==> config.mk <==
export PLATFORM = sky130hd
export DESIGN_NAME = mem_port_arbiter_flat
export DESIGN_NICKNAME = d
export VERILOG_FILES = /design/src/rtl/mem_port_arbiter_pkg.sv /design/src/rtl/mem_port_arbiter_if.sv /design/src/rtl/mem_port_arbiter_starve_counter.sv /design/src/rtl/mem_port_arbiter.sv /design/src/flat_wrapper.sv
export SDC_FILE = /design/constraint.sdc
export NUM_CORES = 1
export LEC_CHECK = 0
export CAP_MARGIN = 40
export CORE_AREA = 2 2 119 121
export CTS_CLUSTER_DIAMETER = 150
export CTS_CLUSTER_SIZE = 10
export DETAILED_ROUTE_END_ITERATION = 10
export DIE_AREA = 0 0 121 123
export MAX_ROUTING_LAYER = met4
export PLACE_DENSITY = 0.67
export SLEW_MARGIN = 20
export SYNTH_ARGS = -nofsm -noshare
export SYNTH_HDL_FRONTEND = slang
export SYNTH_HIERARCHICAL = 1
export SYNTH_SLANG_ARGS = --single-unit
==> constraint.sdc <==
create_clock -name clk -period 3.1 [get_ports clk]
set_clock_uncertainty 0.05 [all_clocks]
set_input_delay 0.31 -clock clk [delete_from_list [all_inputs] [get_ports clk]]
set_output_delay 0.31 -clock clk [all_outputs]
set_load 0.1 [all_outputs]
==> images/clk_routes.png <==
Drawn at 4 px/um.
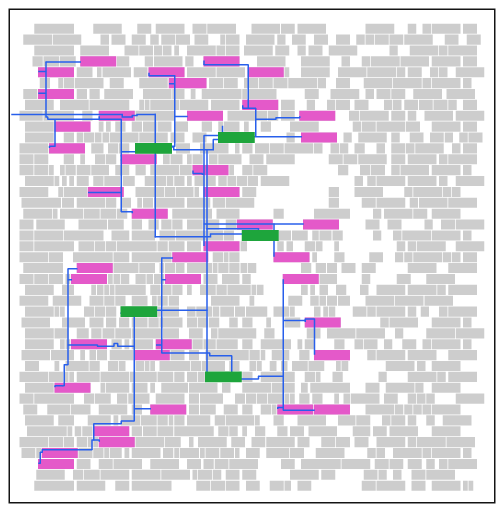
clock wires: shown in blue, length 722 um. clock drivers: shown in green, count 5. flip-flops: shown in magenta, count 41.
There are 6 routed clock nets.
clock network power: 0.000640 W
Clock Power Share: 13.8%
latest clock arrival within the worst-skew pair: 0.29 ns

==> images/wires.png <==
Drawn at 2 px/um.
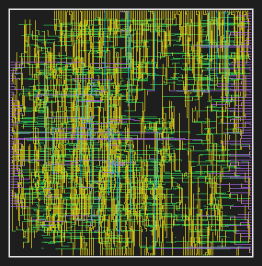
metal 3: shown in purple, wire length 1730 um. metal 2: shown in yellow, wire length 11400 um. metal 4: shown in cyan, wire length 833 um. metal 1: shown in green, wire length 7980 um.
GRT Overall Usage: 28.5%
Vias: 5243
Total Wirelength: 22.0 mm
routed length per instance: 20.9 um

==> images/clocks.png <==
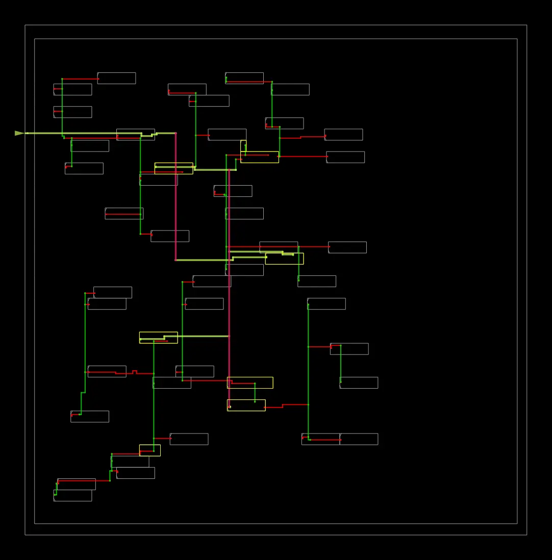
# clock sinks: 41
layout clock buffer count: 7

==> images/logic_types.png <==
Drawn at 2 px/um.
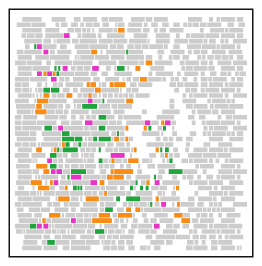
inverting AOI/OAI gates: shown in orange, cells 59, most used a21oi_1. NAND gates: shown in green, cells 50, most used nand2_1. AND-OR and OR-AND gates: shown in magenta, cells 26, most used o21a_1.
fin cells: 1052
most frequent logic cell in the layout: buf_12

==> flow_summary.ini <==
; implementation run metrics
[status]
status = finished, violations left
violations = setup timing

[drt]
drcViolationCount = 0
wl_met2_mm = 11.4
wl_met3_mm = 1.73
met1_length_mm = 7.98
drt_first_iter_violations = 210
top_layer = met4
ant_nets = 0
vias_per_cell = 4.98

[power]
maxPowerGroup = combinational logic
pg_comb_w = 0.00336
swShare_pct = 50.8
p_int_w = 0.00228
power.share.combinational_pct = 72.5
powerDensity_nw_per_um2 = 435
switching_power_w = 0.00236
finalPower_w = 0.00464
pwr-share-seq_pct = 13.7
seq-power_w = 0.000634
ir_drop_mv = 0.415

[setup_path]
worst_path_max_delay_cell = dfrtp_1
rr_worst_depth = 14
path_cells = inv_2 -> ha_4 -> nand3b_4 -> inv_6 -> nand2b_4 -> buf_12 -> a211oi_4 -> nor3_4 -> ha_2 -> nor3b_4 -> buf_6 -> nand4_4 -> buf_6 -> nor4b_4 -> xnor2_2 -> buf_12
reg2reg_slack_ns = 0.77
criticalPathCategory = reg -> out
cp-end-kind = primary output
cpLargestDelayFamily = simple AND/OR/NAND/NOR gates
critPathLaunchType = register
path_buffers = 6
critPathMaxFanout = 6
critPathRequiredTime_ns = 2.74
crit_cells = 16

[yosys]
ys_sh_simple_pct = 39.0
ys_top_logic_family = simple AND/OR/NAND/NOR gates
yosysChipArea_um2 = 3820
synthCells = 461
yosys.cell_types.count = 68
ys_cells = 461
top_cell = and2_1
syn_avg_cell_area_um2 = 8.29
topCellsByArea = dfrtp_1 26%, and2_1 11%, and3_1 5.6%
numSynthFlops = 41
yosysTopAreaCell = dfrtp_1
synth-edff-count = 0
xor_share_pct = 6.42
yosys.area_share.aoi_pct = 17.3
ys_sh_mux_pct = 0.524
syn_area_um2 = 3820
synthArstFlopShare_pct = 100
flop_cell = dfrtp_1
top_cell_area_share_pct = 26.2
adder_share_pct = 0.983
yosysWarnings = 6
top_cells_by_count = 65 x and2_1, 53 x nor2_1, 40 x dfrtp_1

[sta]
fin_crit_sh_pct = 118
worst_pin_slew_ns = 0.734
final.setup.worst_slack_ns = -0.555
relSlewSlack_pct = 50.5
timing.final.hold_violations = 0
holdWs_ns = 0.0240
tns_ns = -8.20
rsz0062_at_grt = yes
period_needed_ns = 3.65
setup_viol = 24
drv_slew = 0

[clocking]
clk_pin_slew_worst_paths_ns = 0.06
htree_levels = 2
cts_buffers = 5
cts_setup_buffers = 13
ctsResizeCount = 30
cts_hold_buf = 1
cts_tree = done
clockBufferDepth = 2
cts-root-buf = clkbuf_16

[global_route]
grt_overflow_total = 0
met1_usage_pct = 31.0
grt_start_max_net_pins = 34
grt_pass1_wl_mm = 31.2
grt_busiest_layer = met2
met2_usage_pct = 50.5
antenna_found_initial = 3
grt_pass1_vias = 5413
grt_use_met3_pct = 6.87

[floorplanning]
die_x_um = 121
die_y_um = 123
core_um2 = 13600
dieArea_um2 = 14900
fp-utilization_pct = 28.1
taps = 180
rows = 43
ioPinCount = 306

[place]
gp_congestion = 0.983
portBuffers = 303
pre_cts_slack_ns = -0.267
hpwlAfterDp_mm = 17.8

[layout]
area.sequential_um2 = 1030
logic_gates = 360
largest_class = buffers
buffers_excl_clock = 435
seq_share_pct = 9.64
nets = 1007
drive_gt1_share_pct = 49.0
nNonClkInverters = 25
final-nonclk-buf-share_pct = 54.5
layout_top_cells = 171 x buf_12, 134 x clkdlybuf4s50_1, 111 x buf_4, 65 x and2_1, 45 x nor2_1
comb_share_pct = 31.1
flops = 41
comb_area_um2 = 3310
fin_util_pct = 78.3
design_area_um2 = 10700
fillers = 823
diodes = 3
clock_area_share_pct = 1.62

[job]
warning_count = 30
cap_violations = 0

[worst_hold_path]
min_path_type = in -> async
Power figures rest on the tool's default switching activity, not on a simulated workload.
